File: src/rtl/frog_ctrl_pkg.sv
// Shared types and default tick counts for the frog hop sequencer.
// State and direction encodings are internal to frog_hop_ctrl.
package frog_ctrl_pkg;

  typedef enum logic [2:0] {
    ST_IDLE,
    ST_READY,
    ST_HOP,
    ST_COOLDOWN,
    ST_DYING,
    ST_GAME_OVER
  } state_t;

  typedef enum logic [2:0] {
    DIR_NONE,
    DIR_UP,
    DIR_DOWN,
    DIR_LEFT,
    DIR_RIGHT
  } dir_t;

  localparam int DEF_HOP_TICKS      = 10;
  localparam int DEF_COOLDOWN_TICKS = 4;
  localparam int DEF_DEATH_TICKS    = 60;
  localparam int DEF_LIVES          = 3;
  localparam int CNT_W              = 7;

endpackage

File: src/rtl/frog_hop_ctrl.sv
// Turns key levels into fixed-length hops and runs the life/death/respawn cycle.
// All outputs registered; a key sampled in READY drives move_* from the next cycle.
module frog_hop_ctrl
  import frog_ctrl_pkg::*;
#(
  parameter int HOP_TICKS      = DEF_HOP_TICKS,
  parameter int COOLDOWN_TICKS = DEF_COOLDOWN_TICKS,
  parameter int DEATH_TICKS    = DEF_DEATH_TICKS,
  parameter int LIVES          = DEF_LIVES
) (
  input  logic       CLK,
  input  logic       RESETn,
  input  logic       timer_done,
  input  logic       key_up,
  input  logic       key_down,
  input  logic       key_left,
  input  logic       key_right,
  input  logic       collision,
  input  logic       goal_reached,
  input  logic       game_start,
  output logic       move_up,
  output logic       move_down,
  output logic       move_left,
  output logic       move_right,
  output logic       reset_position,
  output logic       hopping,
  output logic       dead,
  output logic       game_over,
  output logic       score_pulse,
  output logic [1:0] lives
);

  state_t             state;
  dir_t               key_dir;
  logic [CNT_W-1:0]   cnt;
  logic [CNT_W-1:0]   cnt_inc;
  logic               in_play;

  always_comb begin
    key_dir = DIR_NONE;
    if (key_up)         key_dir = DIR_UP;
    else if (key_down)  key_dir = DIR_DOWN;
    else if (key_left)  key_dir = DIR_LEFT;
    else if (key_right) key_dir = DIR_RIGHT;
  end

  assign cnt_inc = cnt + 1'b1;
  assign in_play = (state == ST_READY) || (state == ST_HOP) || (state == ST_COOLDOWN);

  always_ff @(posedge CLK or negedge RESETn) begin
    if (!RESETn) begin
      state          <= ST_IDLE;
      cnt            <= '0;
      move_up        <= 1'b0;
      move_down      <= 1'b0;
      move_left      <= 1'b0;
      move_right     <= 1'b0;
      reset_position <= 1'b0;
      hopping        <= 1'b0;
      dead           <= 1'b0;
      game_over      <= 1'b0;
      score_pulse    <= 1'b0;
      lives          <= 2'(LIVES);
    end else begin
      reset_position <= 1'b0;
      score_pulse    <= 1'b0;
      // Collision outranks goal and keys; both stop motion on this same edge.
      if (in_play && collision) begin
        state      <= ST_DYING;
        cnt        <= '0;
        move_up    <= 1'b0;
        move_down  <= 1'b0;
        move_left  <= 1'b0;
        move_right <= 1'b0;
        hopping    <= 1'b0;
        dead       <= 1'b1;
        lives      <= (lives == 2'd0) ? 2'd0 : lives - 2'd1;
      end else if (in_play && goal_reached) begin
        state          <= ST_READY;
        cnt            <= '0;
        move_up        <= 1'b0;
        move_down      <= 1'b0;
        move_left      <= 1'b0;
        move_right     <= 1'b0;
        hopping        <= 1'b0;
        score_pulse    <= 1'b1;
        reset_position <= 1'b1;
      end else begin
        case (state)
          ST_IDLE, ST_GAME_OVER: begin
            if (game_start) begin
              state          <= ST_READY;
              cnt            <= '0;
              lives          <= 2'(LIVES);
              reset_position <= 1'b1;
              game_over      <= 1'b0;
            end
          end
          ST_READY: begin
            if (key_dir != DIR_NONE) begin
              state      <= ST_HOP;
              cnt        <= '0;
              hopping    <= 1'b1;
              move_up    <= (key_dir == DIR_UP);
              move_down  <= (key_dir == DIR_DOWN);
              move_left  <= (key_dir == DIR_LEFT);
              move_right <= (key_dir == DIR_RIGHT);
            end
          end
          ST_HOP: begin
            // The final tick is still seen by the datapath with move_* high.
            if (timer_done) begin
              if (cnt_inc == CNT_W'(HOP_TICKS)) begin
                state      <= ST_COOLDOWN;
                cnt        <= '0;
                hopping    <= 1'b0;
                move_up    <= 1'b0;
                move_down  <= 1'b0;
                move_left  <= 1'b0;
                move_right <= 1'b0;
              end else begin
                cnt <= cnt_inc;
              end
            end
          end
          ST_COOLDOWN: begin
            if (timer_done) begin
              if (cnt_inc == CNT_W'(COOLDOWN_TICKS)) begin
                state <= ST_READY;
                cnt   <= '0;
              end else begin
                cnt <= cnt_inc;
              end
            end
          end
          ST_DYING: begin
            if (timer_done) begin
              if (cnt_inc == CNT_W'(DEATH_TICKS)) begin
                cnt            <= '0;
                dead           <= 1'b0;
                reset_position <= 1'b1;
                if (lives != 2'd0) begin
                  state <= ST_READY;
                end else begin
                  state     <= ST_GAME_OVER;
                  game_over <= 1'b1;
                end
              end else begin
                cnt <= cnt_inc;
              end
            end
          end
          default: begin
            state <= ST_IDLE;
            cnt   <= '0;
          end
        endcase
      end
    end
  end

endmodule

File: config.mk
export PLATFORM = sky130hd
export DESIGN_NAME = frog_hop_ctrl
export DESIGN_NICKNAME = d
export VERILOG_FILES = /design/src/rtl/frog_ctrl_pkg.sv /design/src/rtl/frog_hop_ctrl.sv
export SDC_FILE = /design/constraint.sdc
export NUM_CORES = 1
export LEC_CHECK = 0
export CORE_ASPECT_RATIO = 0.9
export CORE_MARGIN = 3
export CORE_UTILIZATION = 40
export CTS_BUF_LIST = sky130_fd_sc_hd__clkbuf_16
export CTS_CLUSTER_SIZE = 12
export DETAILED_ROUTE_END_ITERATION = 10
export DONT_BUFFER_PORTS = 1
export PLACE_DENSITY = 0.56
export SLEW_MARGIN = 10
export SYNTH_ARGS = -nofsm -noshare
export SYNTH_HDL_FRONTEND = slang
export SYNTH_SLANG_ARGS = --single-unit
File: constraint.sdc
create_clock -name CLK -period 3.64 [get_ports CLK]
set_input_delay 0.728 -clock CLK [delete_from_list [all_inputs] [get_ports CLK]]
set_output_delay 0.728 -clock CLK [all_outputs]
set_load 0.01 [all_outputs]
Run 1, clock wires, drivers and flops:
The bar under the picture is 20 um long.
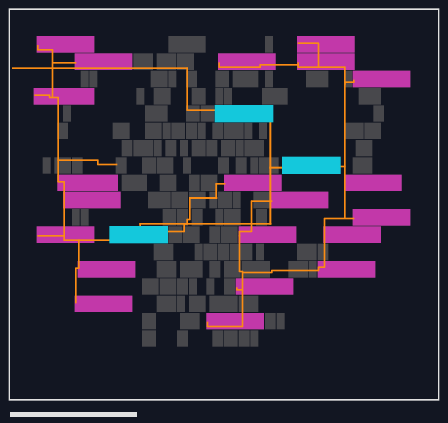
Key: flip-flops = magenta [count 21]; clock wires = orange [length 296 um]; cells driving clock nets = cyan [count 3]
There are 4 routed clock nets.

Run 1, wire density map:
13 x 12 tiles, from dark blue (low) to red (high), scaled to the fullest tile. Values are wire area over tile area, all layers added.
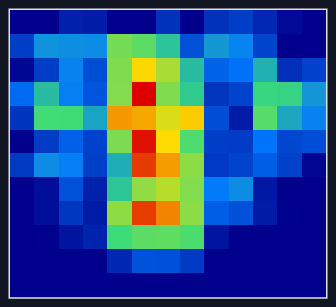
The densest ninth of the die: middle. The emptiest ninth of the die: bottom right. 21% of the tiles are over half the peak.

Run 1, cells colored by class:
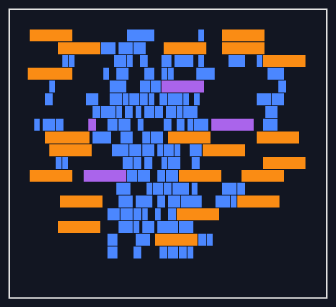
Key: flops = orange [cells 21, share of their area 38%]; all other logic = blue [cells 121, share of their area 56%]; clock drivers and dummy loads = purple [cells 4, share of their area 5.8%]

Run 1, register map, names as in the netlist:
Other sequential cells in the stronger gray, the rest of the logic in the fainter gray.
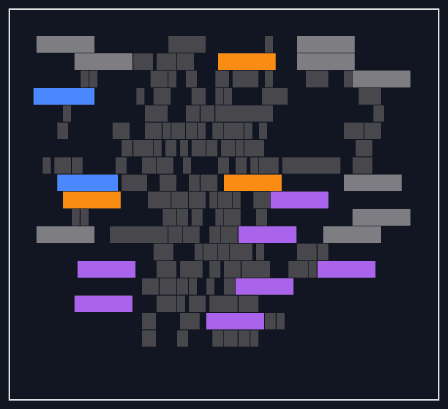
Key: `lives` = blue [flops 2]; `state` = orange [flops 3]; `cnt` = purple [flops 7]
Another 9 sequential cells are not colored.

==> results.sh, run 1 <==
# implementation run metrics
export IMPL_area_leaders="dfrtp_1 35%, nand2_1 4.2%, dfstp_2 3.9%"
export IMPL_final_cell_mix="19 x dfrtp_1, 15 x nand2_1, 13 x nor2_1"
export IMPL_finalWeightedCongestion=0.851
export IMPL_startpoint="cnt[0]"
export IMPL_grtUsageMet2=0.235
export IMPL_cp_num_cells=7
export IMPL_numCtsBuffers=3
export IMPL_ff_type="dfrtp_1"
export IMPL_drive_above_1_share=0.110
export IMPL_fp_utilization=0.431
export IMPL_cp_start_kind="flip-flop"
export IMPL_logic_area_sq_um=748
export IMPL_io_buffers=0
export IMPL_coreArea_sq_mm=0.00314
export IMPL_layout_top_cell="dfrtp_1"
export IMPL_regArea_sq_um=528
export IMPL_cts_hold_fix_buffers=0
export IMPL_first_pass_iters=4
export IMPL_synth_cell_types=52
export IMPL_synth_most_common_cell="dfrtp_1"
export IMPL_cts_sinks=21
export IMPL_met3_usage=0.0602
export IMPL_largest_reg_flops=7
export IMPL_die_h_um=61.2
export IMPL_seq_power_mw=0.401
export IMPL_rsz0062_at_grt="false"
export IMPL_cts_tree="built"
export IMPL_grt_pass1_vias=1091
export IMPL_switching_power_mw=0.381
export IMPL_max_freq_ghz=0.439
export IMPL_edf_count=0
export IMPL_max_stage_delay_ns=0.45
export IMPL_pwr_share_comb=0.350
export IMPL_nNonClkBuffers=0
export IMPL_swShare=0.390
export IMPL_cp_buffers_inverters=0
export IMPL_fin_crit_ns=2.28
export IMPL_leakage_nw=0.621
export IMPL_synth_nets=162
export IMPL_met2_length_mm=1.31
export IMPL_final_area_sq_mm=0.00143
export IMPL_ctsResizeCount=0
export IMPL_cap_violations=0
export IMPL_comb_share=0.524
export IMPL_top_power_group="registers"
export IMPL_vias=1154
export IMPL_finalSetupViolations=0
export IMPL_cts_root_buf="clkbuf_16"
export IMPL_cts_reportedPaths_clkPinSlew_ns=0.06
export IMPL_regToRegSetupSlack_ns=1.36
export IMPL_worstPathMaxFanout=8
export IMPL_grt_busiest_layer="met2"
export IMPL_wl_met3_um=253
export IMPL_path_delay_family="AND-OR/OR-AND gates"
export IMPL_arrival_ns=2.48
export IMPL_clkLatencyLatePin_ns=0.26
export IMPL_drt_met1_wl_mm=1.35
export IMPL_logic_gates=116
export IMPL_diodes=0
export IMPL_flop_count=21
export IMPL_tapCellCount=42
export IMPL_crit_path_cell_trace="ha_1 -> xor2_1 -> nor4_1 -> o221ai_1 -> o21bai_1 -> a2111oi_0 -> a211o_1"
export IMPL_p_clk_frac=0.240
export IMPL_sh_seq_area=0.370
export IMPL_die_w_um=67.3
export IMPL_yosys_warnings=0
export IMPL_syn_area_sq_mm=0.00135
export IMPL_pg_comb_mw=0.343
export IMPL_yosys_area_top_type_share=0.352
export IMPL_syn_area_per_cell_sq_um=9.02
export IMPL_ys_area_sq_mm=0.00135
export IMPL_ys_seq_frac=0.390
export IMPL_p_total_mw=0.979
export IMPL_num_rows=19
export IMPL_r2r_start="cnt[0]"
export IMPL_pwr_share_seq=0.410
export IMPL_nFillCells=325
export IMPL_cts_setup_buffers=0
export IMPL_outcome="finished clean"
export IMPL_skew_ns=0.00341
export IMPL_crit_end="cnt[3]"
export IMPL_yosys_stat_cells=150
export IMPL_first_iter_violations=46
export IMPL_nNonClkInverters=5
export IMPL_slew_headroom=0.607
export IMPL_common_cells="19 x dfrtp_1, 15 x nand2_1, 13 x nor2_1"
export IMPL_synth_largest_area_cell="dfrtp_1"
export IMPL_hold_path_class="in -> async"
export IMPL_final_nets=159
export IMPL_buf_share=0
export IMPL_synthCells=150
export IMPL_ir_drop_mv=0.330
export IMPL_grt_use_met1=0.232
export IMPL_wirelength_mm=2.96
export IMPL_r2r_end="cnt[3]"
export IMPL_grt_usage=0.165
export IMPL_reg2reg_depth=7
export IMPL_tightestPinTransition_ns=0.584
export IMPL_routed_via_density=6.14
export IMPL_period_used=0.627
export IMPL_setup_tns_ns=0
export IMPL_grt_ovfl_total=0
export IMPL_p_per_area_mw_per_mm2=686
[run 1: stage by stage]
stage | hold slack [ns] | setup WS (ns) | utilization | instances
2_1_floorplan | 0.432 | 1.52 | - | 150
3_3_place_gp | 0.433 | 1.36 | 0.429 | 184
3_5_place_dp | 0.433 | 1.37 | 0.429 | 184
4_1_cts | 0.157 | 1.35 | 0.455 | 188
5_1_grt | 0.152 | 1.13 | 0.455 | 188
6_report | 0.161 | 1.36 | 0.455 | 188
[run 1: logic make-up after synthesis]
| group | synth area share |
|---|---|
| simple gates | 0.270 |
| compound gates | 0.241 |
| flops | 0.390 |
| buf+inv | 0.0564 |
| mux | 0.0167 |
| fa+ha+maj | 0.0185 |
| xor+xnor | 0.00648 |
==> run 2: changes to the inputs <==
Clock period 3.64 ns to 2.1 ns, I/O delays scaled along.
==> run 2 against run 1 <==
Fmax increased by 14%. Worst setup slack got worse by 1.3 ns. Sequential share of layout area decreased by 3.2 points. Final cell count increased by 6.9%. Clock power increased by about 70%. Synthesized area unchanged. Register-to-register slack got worse by 1.3 ns. Sequential power increased by 63%. First-iteration DRC count decreased by 2.2%. Count of clock-buffer cells in the layout unchanged. Highest routed layer unchanged.
==> results.sh, run 2 <==
# implementation run metrics
export IMPL_outcome="finished clean"
export IMPL_cp_buffers_inverters=0
export IMPL_nFillCells=308
export IMPL_drt_met1_wl_mm=1.57
export IMPL_buf_share=0.0734
export IMPL_clkLatencyLatePin_ns=0.25
export IMPL_routed_via_density=5.90
export IMPL_ys_area_sq_mm=0.00135
export IMPL_first_pass_iters=4
export IMPL_finalWeightedCongestion=0.787
export IMPL_yosys_area_top_type_share=0.352
export IMPL_leakage_nw=0.687
export IMPL_final_cell_mix="17 x dfrtp_1, 15 x nand2_1, 12 x nor2_1"
export IMPL_final_nets=172
export IMPL_syn_area_per_cell_sq_um=9.02
export IMPL_swShare=0.382
export IMPL_cts_root_buf="clkbuf_16"
export IMPL_simple_gate_area_frac=0.270
export IMPL_cts_hold_fix_buffers=1
export IMPL_tightestPinTransition_ns=0.898
export IMPL_path_delay_family="simple AND/OR/NAND/NOR gates"
export IMPL_grt_ovfl_total=0
export IMPL_r2r_end="cnt[1]"
export IMPL_comb_share=0.493
export IMPL_pwr_share_seq=0.353
export IMPL_p_total_mw=1.85
export IMPL_slew_headroom=0.399
export IMPL_first_iter_violations=45
export IMPL_synthTopLogicFamily="simple AND/OR/NAND/NOR gates"
export IMPL_skew_ns=0.00334
export IMPL_grtUsageMet2=0.246
export IMPL_die_w_um=67.3
export IMPL_layout_top_cell="dfrtp_1"
export IMPL_arrival_ns=2.19
export IMPL_worstPathMaxFanout=4
export IMPL_ys_seq_frac=0.390
export IMPL_synthCells=150
export IMPL_wl_met3_um=172
export IMPL_ff_type="dfrtp_1"
export IMPL_cts_sinks=21
export IMPL_pwr_share_comb=0.430
export IMPL_synth_nets=162
export IMPL_flop_count=21
export IMPL_cts_setup_buffers=0
export IMPL_reg2reg_depth=6
export IMPL_hold_path_class="in -> reg"
export IMPL_max_freq_ghz=0.498
export IMPL_crit_path_cell_trace="nand2b_1 -> a31oi_1 -> nor2_1 -> or3_1 -> or4_1 -> o21ai_1"
export IMPL_ir_drop_mv=0.758
export IMPL_synth_largest_area_cell="dfrtp_1"
export IMPL_regArea_sq_um=531
export IMPL_yosys_warnings=0
export IMPL_setup_tns_ns=0
export IMPL_dp_cells=194
export IMPL_synth_most_common_cell="dfrtp_1"
export IMPL_logic_area_sq_um=773
export IMPL_r2r_start="state[0]"
export IMPL_grt_usage=0.167
export IMPL_yosys_stat_cells=150
export IMPL_max_stage_delay_ns=0.52
export IMPL_nNonClkBuffers=13
export IMPL_top_power_group="combinational cells"
export IMPL_grt_busiest_layer="met2"
export IMPL_p_clk_frac=0.217
export IMPL_finalSetupViolations=0
export IMPL_fp_utilization=0.431
export IMPL_drive_above_1_share=0.214
export IMPL_tapCellCount=42
export IMPL_seq_power_mw=0.654
export IMPL_syn_area_sq_mm=0.00135
export IMPL_nNonClkInverters=5
export IMPL_die_h_um=61.2
export IMPL_cts_reportedPaths_clkPinSlew_ns=0.06
export IMPL_switching_power_mw=0.708
export IMPL_sh_seq_area=0.338
export IMPL_common_cells="19 x dfrtp_1, 15 x nand2_1, 13 x nor2_1"
export IMPL_cts_tree="built"
export IMPL_numCtsBuffers=3
export IMPL_edf_count=0
export IMPL_cp_start_kind="flip-flop"
export IMPL_post_place_ws_ns=-0.0591
export IMPL_fin_ws_ns=0.0909
==> run 2: cell count changes in the layout (fill, tap and decap cells not counted), moves of 2 or more <==
cell           previous run  this run
buf_4                     0        10
dfrtp_2                   0         2
dfrtp_1                  19        17
dlygate4sd3_1             0         2
==> run 2: how the worst max path moves through the flow <==
| stage | endpoint | from | slack (ns) | cells past startpoint |
|---|---|---|---|---|
| floorplan | cnt[1] | state[2] | 0.12 | 8 |
| global placement | cnt[1] | state[0] | 0.07 | 6 |
| finish | cnt[1] | state[0] | 0.09 | 6 |
| global route | move_down | cnt[0] | 0.008 | 7 |
| CTS | cnt[3] | state[0] | 0.04 | 7 |
| detailed placement | move_left | cnt[0] | -0.06 | 7 |
Run 2, cells colored by class:
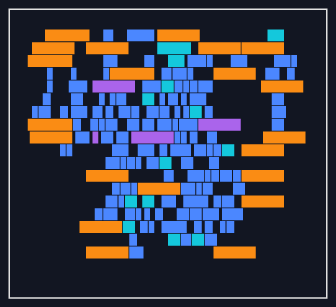
Key: flops = orange [cells 21, share of their area 35%]; all other logic = blue [cells 121, share of their area 52%]; clock drivers and dummy loads = purple [cells 4, share of their area 5.2%]; other buffers and delay cells = cyan [cells 13, share of their area 7.6%]
# rows: 19
post-route cell area: 0.00157 sq mm
Core ar.: 0.00314 sq mm

Run 2, wire density map:
13 x 12 tiles, from dark blue (low) to red (high), scaled to the fullest tile. Values are wire area over tile area, all layers added.
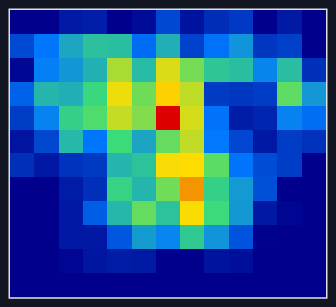
The fullest tile reaches 0.55. The mean over all tiles is 0.13. The densest ninth of the die: middle.
average wire per standard cell: 16.2 um
final WL: 3.27 mm

==> run 3: changes to the inputs <==
Settings changed: CTS_BUF_LIST sky130_fd_sc_hd__clkbuf_16 to sky130_fd_sc_hd__clkbuf_4 sky130_fd_sc_hd__clkbuf_8, CTS_CLUSTER_SIZE 12 to 16.
==> run 3 against run 2 <==
Count of clock-buffer cells in the layout up 1. Hold slack worse by 0.0077 ns. Non-clock buffer count down 2. Largest power group unchanged. Core utilization down 2.0 points. Wire length down 3.5%. Synthesized area unchanged. Sequential power up 0.9%. Critical endpoint is now move_right. Via count up 0.17%. Flip-flop count unchanged. First-iteration DRC count up 33%. Final area down 4.0%.
==> results.sh, run 3 <==
# implementation run metrics
export IMPL_min_path_cells=1
export IMPL_diodes=0
export IMPL_critPathKind="reg -> reg"
export IMPL_die_w_um=67.3
export IMPL_ys_sh_aoi=0.241
export IMPL_arrival_ns=2.20
export IMPL_numCtsBuffers=3
export IMPL_skew_ns=0.00410
export IMPL_fin_crit_ns=2.00
export IMPL_synthCells=150
export IMPL_hold_viol_final=0
export IMPL_routed_via_density=5.97
export IMPL_regToRegSetupSlack_ns=0.1
export IMPL_crit_path_cell_trace="or3_1 -> o311a_1 -> a21oi_1 -> and4_2 -> a32o_1"
export IMPL_grt_ovfl_total=0
export IMPL_max_stage_delay_ns=0.44
export IMPL_reg2reg_depth=5
export IMPL_cp_buffers_inverters=0
export IMPL_r2r_end="move_right"
export IMPL_synthXorXnorAreaFrac=0.00648
export IMPL_ys_area_sq_mm=0.00135
export IMPL_synth_most_common_cell="dfrtp_1"
export IMPL_layout_top_cell="dfrtp_1"
export IMPL_finalSetupViolations=0
export IMPL_dp_cells=194
export IMPL_slew_headroom=0.355
export IMPL_synth_nets=162
export IMPL_first_pass_iters=4
export IMPL_grt_pass1_vias=1095
export IMPL_top_power_group="combinational cells"
export IMPL_startpoint="cnt[3]"
export IMPL_post_place_ws_ns=-0.0591
export IMPL_adder_share=0.0185
export IMPL_drc=0
export IMPL_crit_end="move_right"
export IMPL_ant_nets=0
export IMPL_ys_seq_frac=0.390
export IMPL_largestRegisters="cnt (7), state (3), lives (2)"
export IMPL_drive_above_1_share=0.210
export IMPL_pwr_share_seq=0.394
export IMPL_htree_num_levels=1
export IMPL_io_pins=21
export IMPL_grt_max_degree=22
export IMPL_fin_cells=199
export IMPL_cp_num_cells=5
export IMPL_ff_type="dfrtp_1"
export IMPL_hold_path_class="in -> reg"
export IMPL_cts_setup_buffers=0
export IMPL_timing_hold_worst_start="collision"
export IMPL_setup_tns_ns=0
export IMPL_outcome="finished clean"
export IMPL_cts_reportedPaths_clkPinSlew_ns=0.08
export IMPL_fp_utilization=0.431
export IMPL_cts_root_buf="clkbuf_8"
export IMPL_ir_drop_mv=0.666
export IMPL_hold_slack_ns=0.222
export IMPL_io_buffers=0
export IMPL_die_h_um=61.2
export IMPL_worstPathMaxFanout=7
export IMPL_coreArea_sq_mm=0.00314
export IMPL_syn_area_per_cell_sq_um=9.02
export IMPL_drv_slew=0
export IMPL_area_leaders="dfrtp_1 35%, nand2_1 4.2%, dfstp_2 3.9%"
export IMPL_placed_area_sq_mm=0.00142
export IMPL_yosys_stat_cells=150
export IMPL_max_freq_ghz=0.499
export IMPL_mux_share=0.0167
export IMPL_cap_violations=0
export IMPL_final_core_util=0.480
export IMPL_yosys_area_top_type_share=0.352
export IMPL_syn_area_sq_mm=0.00135
export IMPL_wirelength_mm=3.15
export IMPL_chipArea_sq_mm=0.00412
export IMPL_path_delay_family="AND-OR/OR-AND gates"
export IMPL_leakage_nw=0.657
export IMPL_switching_power_mw=0.674
export IMPL_p_total_mw=1.67
export IMPL_r2r_start="cnt[3]"
export IMPL_finalWeightedCongestion=0.787
export IMPL_pg_comb_mw=0.739
export IMPL_pwr_share_comb=0.442
export IMPL_antenna_found_initial=0
export IMPL_synth_largest_area_cell="dfrtp_1"
export IMPL_nFillCells=316
export IMPL_crit_required_ns=2.30
export IMPL_num_rows=19
export IMPL_final_nets=170
export IMPL_final_cell_mix="17 x dfrtp_1, 15 x nand2_1, 13 x nor2_1"
export IMPL_cp_start_kind="flip-flop"
export IMPL_cts_tree="built"
export IMPL_cts_sinks=21
export IMPL_swShare=0.402
export IMPL_p_per_area_mw_per_mm2=1110
export IMPL_seq_power_mw=0.660
export IMPL_rsz0062_at_grt="false"
export IMPL_synthTopLogicFamily="simple AND/OR/NAND/NOR gates"
export IMPL_first_iter_violations=60
export IMPL_edf_count=0
export IMPL_common_cells="19 x dfrtp_1, 15 x nand2_1, 13 x nor2_1"
export IMPL_tightestPinTransition_ns=0.964
export IMPL_fin_ws_ns=0.0961
export IMPL_yosys_warnings=0
export IMPL_synth_cell_types=52
export IMPL_final_area_sq_mm=0.00151
export IMPL_simple_gate_area_frac=0.270
==> run 3: cell counts after synthesis <==
No cell type changed its count.
==> run 3: layout make-up <==
class / count / area [sq um] / area share
Sequential cell: 21 / 531 / 0.352
Inverter: 5 / 18.8 / 0.0125
Tap cell: 42 / 52.6 / 0.0349
Multi-Input combinational cell: 116 / 771 / 0.512
Timing Repair Buffer: 11 / 85.1 / 0.0565
Clock buffer: 4 / 48.8 / 0.0324
==> run 3: routing by layer <==
metal	share of wire	wire length (um)	global-route usage
met3	0.049	156	0.0420
met4	0.010	33	0.0347
met2	0.45	1410	0.242
met1	0.49	1550	0.231
met5	0	0	0
==> run 3: what timing repair did <==
action,4_1_cts,5_1_grt
endpoints found under the setup margin,6,11
hold buffers,1,0
gates resized,2,6
pin swaps,1,0
hold endpoints to repair,21,0
Run 3, wire density map:
13 x 12 tiles, from dark blue (low) to red (high), scaled to the fullest tile. Values are wire area over tile area, all layers added.
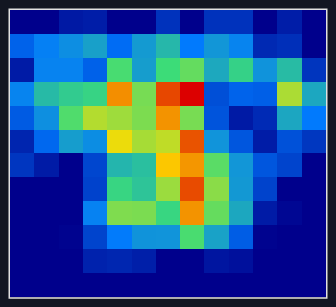
18% of the tiles are over half the peak. The densest ninth of the die: middle. 30% of the tiles are nearly empty.
average wire per standard cell: 15.8 um
All-Layer GR Usage: 0.160
via count: 1,188

Run 3, clock wires, drivers and flops:
The bar under the picture is 20 um long.
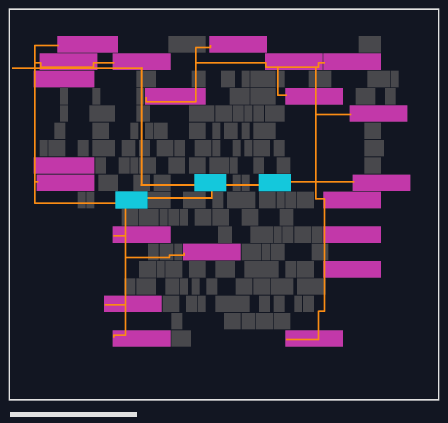
Key: clock wires = orange [length 285 um]; cells driving clock nets = cyan [count 3]; flip-flops = magenta [count 21]
There are 4 routed clock nets.
clock network power share: 0.164
clk pwr: 0.275 mW
clk latency late pin: 0.26 ns

No activity file was given, so power comes from the tool's default toggle rates.
